[config.mk]
export PLATFORM = sky130hd
export DESIGN_NAME = irrigation_scheduler
export DESIGN_NICKNAME = d
export VERILOG_FILES = /design/src/rtl/irrigation_scheduler.sv
export SDC_FILE = /design/constraint.sdc
export NUM_CORES = 1
export LEC_CHECK = 0
export CAP_MARGIN = 20
export CORE_MARGIN = 2
export CORE_UTILIZATION = 24
export CTS_CLUSTER_DIAMETER = 80
export CTS_CLUSTER_SIZE = 10
export DETAILED_ROUTE_END_ITERATION = 16
export PLACE_DENSITY = 0.44
export RECOVER_POWER = 50
export SETUP_SLACK_MARGIN = 0.2
export SKIP_CTS_REPAIR_TIMING = 1
export SYNTH_ARGS = -nofsm -noshare
export SYNTH_HDL_FRONTEND = slang
export SYNTH_SLANG_ARGS = --single-unit
[constraint.sdc]
create_clock -name clk1 -period 7.3 [get_ports clk1]
set_clock_uncertainty 0.15 [all_clocks]
set_input_delay 0.73 -clock clk1 [delete_from_list [all_inputs] [get_ports clk1]]
set_output_delay 0.73 -clock clk1 [all_outputs]
set_load 0.005 [all_outputs]
[src/rtl/irrigation_scheduler.sv]
// Irrigation cycle sequencer: FILL then SPRAY/DRIP/CLEAN, each state timed by a BCD
// seconds-remaining counter that is driven by a one-second prescaler.
module irrigation_scheduler #(
    parameter int CLK_PER_SEC = 50000000,
    parameter int T_FILL      = 30,
    parameter int T_DRIP      = 40,
    parameter int T_SPRAY     = 20,
    parameter int T_CLEAN     = 15
) (
    input  logic       clk1,
    input  logic       reset,
    input  logic       start,
    input  logic       gotejamento,
    input  logic       aspersao,
    input  logic       agro_req,
    input  logic       pause,
    output logic [2:0] state,
    output logic       valve_fill,
    output logic       valve_drip,
    output logic       valve_spray,
    output logic       valve_clean,
    output logic       valve_agro,
    output logic [3:0] sec_units,
    output logic [3:0] sec_tens,
    output logic       busy,
    output logic       done
);

    typedef enum logic [2:0] {
        IDLE  = 3'd0,
        FILL  = 3'd1,
        DRIP  = 3'd2,
        SPRAY = 3'd3,
        CLEAN = 3'd4
    } state_e;

    localparam int            PW        = (CLK_PER_SEC > 1) ? $clog2(CLK_PER_SEC) : 1;
    localparam logic [PW-1:0] PRESC_MAX = PW'(CLK_PER_SEC - 1);

    state_e        state_q, state_d;
    logic [PW-1:0] presc_q, presc_d;
    logic [3:0]    tens_q, tens_d;
    logic [3:0]    units_q, units_d;
    logic          agro_q, agro_d;
    logic          done_q, done_d;
    logic [4:0]    valves_q, valves_d;
    logic          tick;
    logic          timerZero;

    // Entry value of the seconds counter for each timed state, in BCD.
    function automatic logic [7:0] loadValue(input state_e s);
        int t;
        case (s)
            FILL:    t = T_FILL;
            DRIP:    t = T_DRIP;
            SPRAY:   t = T_SPRAY;
            CLEAN:   t = T_CLEAN;
            default: t = 0;
        endcase
        return {4'(t / 10), 4'(t % 10)};
    endfunction

    assign tick      = (state_q != IDLE) && !pause && (presc_q == PRESC_MAX);
    assign timerZero = (tens_q == 4'd0) && (units_q == 4'd0);

    always_comb begin
        state_d = state_q;
        presc_d = presc_q;
        tens_d  = tens_q;
        units_d = units_q;
        agro_d  = agro_q;
        done_d  = 1'b0;

        if (state_q == IDLE) begin
            presc_d = '0;
            if (start && !pause) begin
                state_d = FILL;
                agro_d  = agro_req;
            end
        end else if (!pause) begin
            presc_d = tick ? '0 : presc_q + 1'b1;
        end

        // A tick at 00 ends the state, so each state spans T+1 ticks.
        if (tick && timerZero) begin
            case (state_q)
                FILL: begin
                    if (aspersao)
                        state_d = SPRAY;
                    else if (gotejamento)
                        state_d = DRIP;
                    else
                        state_d = CLEAN;
                end
                DRIP, SPRAY: state_d = CLEAN;
                CLEAN: begin
                    state_d = IDLE;
                    done_d  = 1'b1;
                    agro_d  = 1'b0;
                end
                default: state_d = IDLE;
            endcase
        end else if (tick) begin
            if (units_q == 4'd0) begin
                units_d = 4'd9;
                tens_d  = tens_q - 4'd1;
            end else begin
                units_d = units_q - 4'd1;
            end
        end

        if (state_d != state_q) begin
            {tens_d, units_d} = loadValue(state_d);
            presc_d           = '0;
        end
    end

    always_comb begin
        valves_d = {state_d == FILL,
                    state_d == DRIP,
                    state_d == SPRAY,
                    state_d == CLEAN,
                    (state_d == SPRAY) && agro_d};
    end

    always_ff @(posedge clk1 or posedge reset) begin
        if (reset) begin
            state_q  <= IDLE;
            presc_q  <= '0;
            tens_q   <= 4'd0;
            units_q  <= 4'd0;
            agro_q   <= 1'b0;
            done_q   <= 1'b0;
            valves_q <= 5'b0;
        end else begin
            state_q  <= state_d;
            presc_q  <= presc_d;
            tens_q   <= tens_d;
            units_q  <= units_d;
            agro_q   <= agro_d;
            done_q   <= done_d;
            valves_q <= valves_d;
        end
    end

    // Pause is already synchronous, so gating here shuts every actuator off in the same cycle.
    assign valve_fill  = valves_q[4] & ~pause;
    assign valve_drip  = valves_q[3] & ~pause;
    assign valve_spray = valves_q[2] & ~pause;
    assign valve_clean = valves_q[1] & ~pause;
    assign valve_agro  = valves_q[0] & ~pause;

    assign state     = state_q;
    assign sec_tens  = tens_q;
    assign sec_units = units_q;
    assign busy      = (state_q != IDLE);
    assign done      = done_q;

endmodule

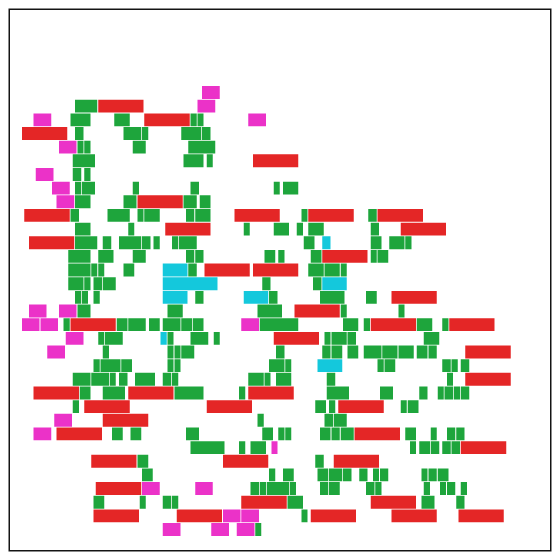
Figure 1: run 1, placement by cell class.
red -> flops  # cells 44, share of their area 38%
magenta -> other buffers and delay cells  # cells 25, share of their area 8.5%
cyan -> clock drivers and dummy loads  # cells 8, share of their area 3.7%
green -> all other logic  # cells 224, share of their area 49%

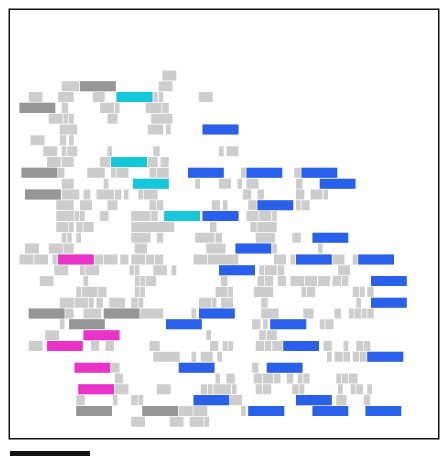
Figure 2: run 1, sequential cells grouped by signal name.
Bar = 20 microns. Other sequential cells in the stronger gray, the rest of the logic in the fainter gray.
cyan -> sec_units  # sequential cells 4
magenta -> valves_q  # sequential cells 5, where south-west
blue -> presc_q  # sequential cells 26
not colored = 9

==> report_table.html, run 1 <==
<h3>Flow metrics</h3>
<table>
<tr><th>Metric</th><th>Value</th></tr>
<tr><th colspan="2">Synth</th></tr>
<tr><td>Number of storage elements in the synthesis netlist</td><td>44</td></tr>
<tr><td>Number of enable flip-flop cells</td><td>0</td></tr>
<tr><td>YS warnings</td><td>0</td></tr>
<tr><td>Post-synthesis sequential area ratio</td><td>0.428</td></tr>
<tr><td>Main combinational cell family by area after synthesis</td><td>simple AND/OR/NAND/NOR gates</td></tr>
<tr><td>Floorplan net count</td><td>291</td></tr>
<tr><td>Yosys stat chip area</td><td>0.00257 sq mm</td></tr>
<tr><td>Post-Synthesis Mean Instance Area</td><td>9.29 sq um</td></tr>
<tr><th colspan="2">Worst setup path</th></tr>
<tr><td>Crit-path max cell delay</td><td>0.65 ns</td></tr>
<tr><td>Setup CP Type</td><td>in2reg</td></tr>
<tr><td>RR Endpoint</td><td>sec_units[3]$_DFFE_PP0P_</td></tr>
<tr><td>Critical path fanouts, max</td><td>11</td></tr>
<tr><th colspan="2">STA</th></tr>
<tr><td>Headroom to the max-slew limit</td><td>-0.0144</td></tr>
<tr><td>Total count of max-transition violations in the final report</td><td>27</td></tr>
<tr><td>Sum of negative setup slack</td><td>0 ns</td></tr>
<tr><td>Minimum setup slack in the final design</td><td>2.69 ns</td></tr>
<tr><th colspan="2">Final layout</th></tr>
<tr><td>Total area of sequential cells</td><td>0.00110 sq mm</td></tr>
<tr><td>Share of the core filled with cells</td><td>0.294</td></tr>
<tr><td>Relative area change from synthesis to final layout</td><td>18.3%</td></tr>
<tr><td>Post-Layout Inst Area</td><td>0.00304 sq mm</td></tr>
<tr><td>Ant. Diodes</td><td>1</td></tr>
<tr><th colspan="2">Global route</th></tr>
<tr><td>Via count of the first global-routing pass</td><td>a little over 2000</td></tr>
<tr><td>Met2 routing resource usage after global routing</td><td>0.186</td></tr>
<tr><th colspan="2">Clocking</th></tr>
<tr><td>Number of sinks handled by clock tree synthesis</td><td>44</td></tr>
<tr><td>Buffers from clock root to sink, at most</td><td>2</td></tr>
<tr><td>Clock-pin slew of the registers on the worst-case setup and hold paths</td><td>about 0.1 ns</td></tr>
<tr><th colspan="2">Min path</th></tr>
<tr><td>Worst hold path startpoint</td><td>presc_q[4]$_DFFE_PP0P_</td></tr>
<tr><td>Hold Crit Depth</td><td>1</td></tr>
<tr><td>HP Class</td><td>reg2reg</td></tr>
<tr><th colspan="2">Die</th></tr>
<tr><td># rows</td><td>37</td></tr>
<tr><td>Floorplan die width</td><td>108 microns</td></tr>
<tr><td>Core utilization at floorplan</td><td>0.248</td></tr>
<tr><th colspan="2">Flow run</th></tr>
<tr><td>Max cap viols</td><td>1</td></tr>
<tr><th colspan="2">Drt</th></tr>
<tr><td>Met1 Wirelength</td><td>around 3.1 mm</td></tr>
<tr><th colspan="2">Outcome</th></tr>
<tr><td>Run status</td><td>finished with violations</td></tr>
<tr><td>Violations in the final reports</td><td>capacitance limit, slew limit</td></tr>
<tr><th colspan="2">Power and ir drop</th></tr>
<tr><td>Share of power burned in the clock network</td><td>0.365</td></tr>
<tr><td>Maximum ir drop on the vdd rail</td><td>approximately 100 uV</td></tr>
<tr><td>Total internal power</td><td>389 uW</td></tr>
<tr><th colspan="2">Placement</th></tr>
<tr><td>Post-Place Cell Area</td><td>0.00293 sq mm</td></tr>
</table>
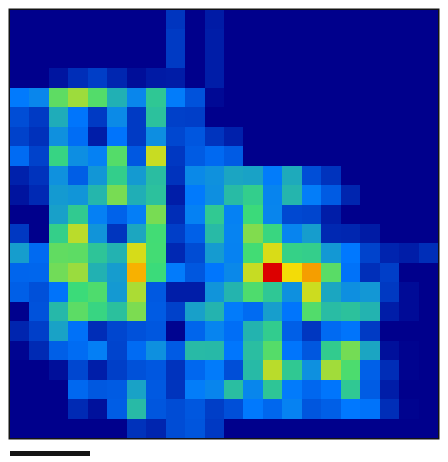
Figure 3: run 1, wiring heat map.
Bar = 20 microns. The die is cut into 22 by 22 equal tiles; dark blue is low, red is high, scaled to the fullest tile. Values are wire area over tile area, all layers added.
fullest tile = 0.47
mean over tiles = 0.083
emptiest ninth of the die = north-east
nearly empty tiles = 37%
tiles over half the peak = 7.4%

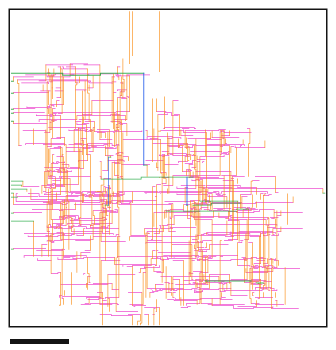
Figure 4: run 1, wiring by layer.
Bar = 20 microns.
green -> met3  # wire length 186 microns
orange -> met2  # wire length 2900 microns
blue -> met4  # wire length 57.1 microns
magenta -> met1  # wire length 3130 microns

--- run 2 (diff from run 1) ---
==> constraint.sdc (replaced) <==
create_clock -name clk1 -period 4.4 [get_ports clk1]
set_clock_uncertainty 0.15 [all_clocks]
set_input_delay 0.44 -clock clk1 [delete_from_list [all_inputs] [get_ports clk1]]
set_output_delay 0.44 -clock clk1 [all_outputs]
set_load 0.005 [all_outputs]
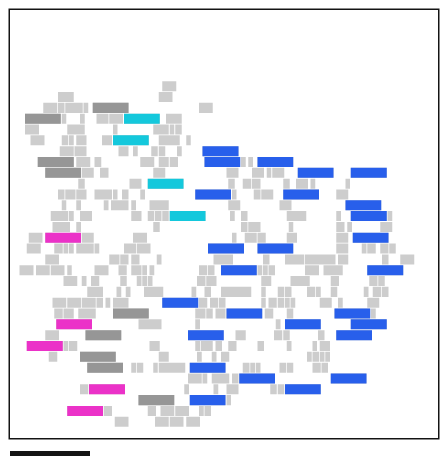
Figure 5: run 2, sequential cells grouped by signal name.
Bar = 20 microns. Other sequential cells in the stronger gray, the rest of the logic in the fainter gray.
magenta -> valves_q  # sequential cells 5, where south-west
cyan -> sec_units  # sequential cells 4
blue -> presc_q  # sequential cells 26

==> run 2 against run 1 <==
Net effect: the run still ends with capacitance limit, slew limit left; utilization increased by 0.17 points; total power increased by 53%; non-clock buffer count increased by 5; sequential power grew 66%; critical path type unchanged; largest power group unchanged; highest routed layer unchanged.
==> report_table.html, run 2 <==
<h3>Flow metrics</h3>
<table>
<tr><th>Metric</th><th>Value</th></tr>
<tr><th colspan="2">Outcome</th></tr>
<tr><td>Run status</td><td>finished with violations</td></tr>
<tr><td>Violations in the final reports</td><td>capacitance limit, slew limit</td></tr>
<tr><th colspan="2">Synth</th></tr>
<tr><td>Post-Synthesis Mean Instance Area</td><td>9.29 sq um (unchanged)</td></tr>
<tr><td>Floorplan net count</td><td>291 (unchanged)</td></tr>
<tr><td>Post-synthesis sequential area ratio</td><td>0.428 (unchanged)</td></tr>
<tr><td>Simple logic cell fraction of the synthesized area</td><td>0.312</td></tr>
<tr><td>Main combinational cell family by area after synthesis</td><td>simple AND/OR/NAND/NOR gates</td></tr>
<tr><td>Most common cell in the netlist</td><td>dfrtp_1</td></tr>
<tr><td>Most common flop cell mapped by yosys</td><td>dfrtp_1</td></tr>
<tr><td>YS warnings</td><td>0 (unchanged)</td></tr>
<tr><td>Yosys stat chip area</td><td>0.00257 sq mm (unchanged)</td></tr>
<tr><th colspan="2">Die</th></tr>
<tr><td>Chip area</td><td>0.0116 sq mm</td></tr>
<tr><td>Core utilization at floorplan</td><td>0.248 (unchanged)</td></tr>
<tr><th colspan="2">Worst setup path</th></tr>
<tr><td>Setup CP Type</td><td>in2reg</td></tr>
<tr><th colspan="2">Clocking</th></tr>
<tr><td>Clock-pin slew of the registers on the worst-case setup and hold paths</td><td>0.09 ns (about the same)</td></tr>
<tr><td>Number of sinks handled by clock tree synthesis</td><td>44 (unchanged)</td></tr>
<tr><td>Buffers from clock root to sink, at most</td><td>2 (unchanged)</td></tr>
<tr><th colspan="2">Final layout</th></tr>
<tr><td>Ant. Diodes</td><td>0 (-1)</td></tr>
<tr><td>Post-Layout Inst Area</td><td>0.00306 sq mm (+0.58%)</td></tr>
<tr><td>Relative area change from synthesis to final layout</td><td>19.0%</td></tr>
<tr><td>Total area of sequential cells</td><td>0.00110 sq mm (unchanged)</td></tr>
<tr><td>FFs &amp; Latches</td><td>44</td></tr>
<tr><td>Share of the core filled with cells</td><td>0.295 (+0.00169)</td></tr>
<tr><th colspan="2">Power and ir drop</th></tr>
<tr><td>Total internal power</td><td>585 uW (+50%)</td></tr>
<tr><td>Share of power burned in the clock network</td><td>0.309 (-0.056)</td></tr>
<tr><td>Maximum ir drop on the vdd rail</td><td>112 uV (+15%)</td></tr>
<tr><td>LEAKAGE</td><td>1.26 nW</td></tr>
<tr><td>Register share of total power</td><td>0.570</td></tr>
<tr><th colspan="2">STA</th></tr>
<tr><td>Sum of negative setup slack</td><td>0 ns (unchanged)</td></tr>
<tr><td>Headroom to the max-slew limit</td><td>-0.176 (-0.162)</td></tr>
<tr><td>Total count of max-transition violations in the final report</td><td>32 (+19%)</td></tr>
<tr><td>Minimum setup slack in the final design</td><td>0.473 ns (-2.22 ns)</td></tr>
<tr><th colspan="2">Flow run</th></tr>
<tr><td>Max cap viols</td><td>1 (unchanged)</td></tr>
<tr><th colspan="2">Min path</th></tr>
<tr><td>HP Class</td><td>reg2reg</td></tr>
<tr><td>Hold Crit Depth</td><td>2 (+1)</td></tr>
<tr><td>Worst hold path startpoint</td><td>presc_q[1]$_DFFE_PP0P_</td></tr>
<tr><th colspan="2">Drt</th></tr>
<tr><td>Total wire length</td><td>6.15 mm</td></tr>
<tr><td>Met1 Wirelength</td><td>2.99 mm (-4.4%)</td></tr>
<tr><th colspan="2">Global route</th></tr>
<tr><td>Via count of the first global-routing pass</td><td>2134 (+3.1%)</td></tr>
<tr><th colspan="2">Placement</th></tr>
<tr><td>Post-Place Cell Area</td><td>0.00297 sq mm (+1.3%)</td></tr>
</table>
--- run 3 (diff from run 2) ---
--- a/config.mk
+++ b/config.mk
@@ -6,6 +6,7 @@
 export NUM_CORES = 1
 export LEC_CHECK = 0
 export CAP_MARGIN = 20
+export CORE_ASPECT_RATIO = 0.75
 export CORE_MARGIN = 2
 export CORE_UTILIZATION = 24
 export CTS_CLUSTER_DIAMETER = 80
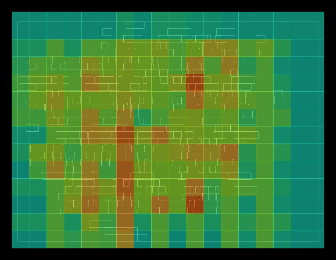
Figure 6: run 3, congestion heat map.
share of the core filled with cells: 0.300
met2 routing resource usage after global routing: 0.154
layer carrying the most global-route usage: met1
met3 routing resource usage after global routing: 0.0243
met1 Track Usage GR: 0.180

==> run 3 against run 2 <==
Net effect: the flow still finishes with violations (capacitance limit, slew limit); global-route usage is 0.13 points lower; area after synthesis stayed put; flip-flop count stayed put; worst setup slack better by 0.068 ns; sequential power hardly changed; first-iteration DRC count is 37% higher; largest cell class unchanged.
==> report_table.html, run 3 <==
<h3>Flow metrics</h3>
<table>
<tr><th>Metric</th><th>Value</th></tr>
<tr><th colspan="2">Outcome</th></tr>
<tr><td>Run status</td><td>finished with violations</td></tr>
<tr><td>Violations in the final reports</td><td>capacitance limit, slew limit</td></tr>
<tr><th colspan="2">STA</th></tr>
<tr><td>Headroom to the max-slew limit</td><td>-0.150 (+0.0257)</td></tr>
<tr><td>Sum of negative setup slack</td><td>0 ns (unchanged)</td></tr>
<tr><td>Total count of max-transition violations in the final report</td><td>45 (+41%)</td></tr>
<tr><td>Minimum setup slack in the final design</td><td>0.541 ns (+0.0678 ns)</td></tr>
<tr><th colspan="2">Clocking</th></tr>
<tr><td>Buffers from clock root to sink, at most</td><td>2 (unchanged)</td></tr>
<tr><td>H-Tree Level Count</td><td>2</td></tr>
<tr><td>Number of sinks handled by clock tree synthesis</td><td>44 (unchanged)</td></tr>
<tr><td>Clock-pin slew of the registers on the worst-case setup and hold paths</td><td>0.06 ns (-0.03 ns)</td></tr>
<tr><th colspan="2">Die</th></tr>
<tr><td>Chip area</td><td>0.0116 sq mm (about the same)</td></tr>
<tr><td>I/O pin cnt</td><td>25</td></tr>
<tr><td>Core utilization at floorplan</td><td>0.248 (unchanged)</td></tr>
<tr><th colspan="2">Synth</th></tr>
<tr><td>Yosys stat chip area</td><td>0.00257 sq mm (unchanged)</td></tr>
<tr><td>YS warnings</td><td>0 (unchanged)</td></tr>
<tr><td>Simple logic cell fraction of the synthesized area</td><td>0.312 (unchanged)</td></tr>
<tr><td>Post-Synthesis Mean Instance Area</td><td>9.29 sq um (unchanged)</td></tr>
<tr><td>Floorplan net count</td><td>291 (unchanged)</td></tr>
<tr><td>Number of storage elements in the synthesis netlist</td><td>44</td></tr>
<tr><td>Post-synthesis sequential area ratio</td><td>0.428 (unchanged)</td></tr>
<tr><td>Synthesized instance count</td><td>between 200 and 300</td></tr>
<tr><td>Most common flop cell mapped by yosys</td><td>dfrtp_1</td></tr>
<tr><th colspan="2">Power and ir drop</th></tr>
<tr><td>Share of power burned in the clock network</td><td>0.400 (+0.091)</td></tr>
<tr><td>LEAKAGE</td><td>1.29 nW (+2.4%)</td></tr>
<tr><td>Maximum ir drop on the vdd rail</td><td>125 uV (+12%)</td></tr>
<tr><td>Total internal power</td><td>706 uW (+21%)</td></tr>
<tr><td>Register share of total power</td><td>0.494 (-0.076)</td></tr>
<tr><th colspan="2">Final layout</th></tr>
<tr><td>Ant. Diodes</td><td>0 (unchanged)</td></tr>
<tr><td>Number of fill cells</td><td>roughly 1100</td></tr>
<tr><td>Total area of sequential cells</td><td>0.00110 sq mm (unchanged)</td></tr>
<tr><td>Relative area change from synthesis to final layout</td><td>21.0%</td></tr>
<tr><td>FFs &amp; Latches</td><td>44 (unchanged)</td></tr>
<tr><th colspan="2">Flow run</th></tr>
<tr><td>Max cap viols</td><td>1 (unchanged)</td></tr>
<tr><th colspan="2">Drt</th></tr>
<tr><td>Met1 Wirelength</td><td>3.57 mm (+19%)</td></tr>
<tr><td>Total wire length</td><td>6.22 mm (+1.0%)</td></tr>
<tr><th colspan="2">Placement</th></tr>
<tr><td>Post-Place Cell Area</td><td>0.00297 sq mm (unchanged)</td></tr>
<tr><th colspan="2">Min path</th></tr>
<tr><td>Hold Crit Depth</td><td>1 (-1)</td></tr>
<tr><td>Worst hold path startpoint</td><td>presc_q[15]$_DFFE_PP0P_</td></tr>
<tr><td>HP Class</td><td>reg2reg</td></tr>
<tr><th colspan="2">Global route</th></tr>
<tr><td>Via count of the first global-routing pass</td><td>1997 (-6.4%)</td></tr>
<tr><th colspan="2">Worst setup path</th></tr>
<tr><td>Setup CP Type</td><td>in2reg</td></tr>
</table>
Power is estimated from default activity; no workload was simulated.
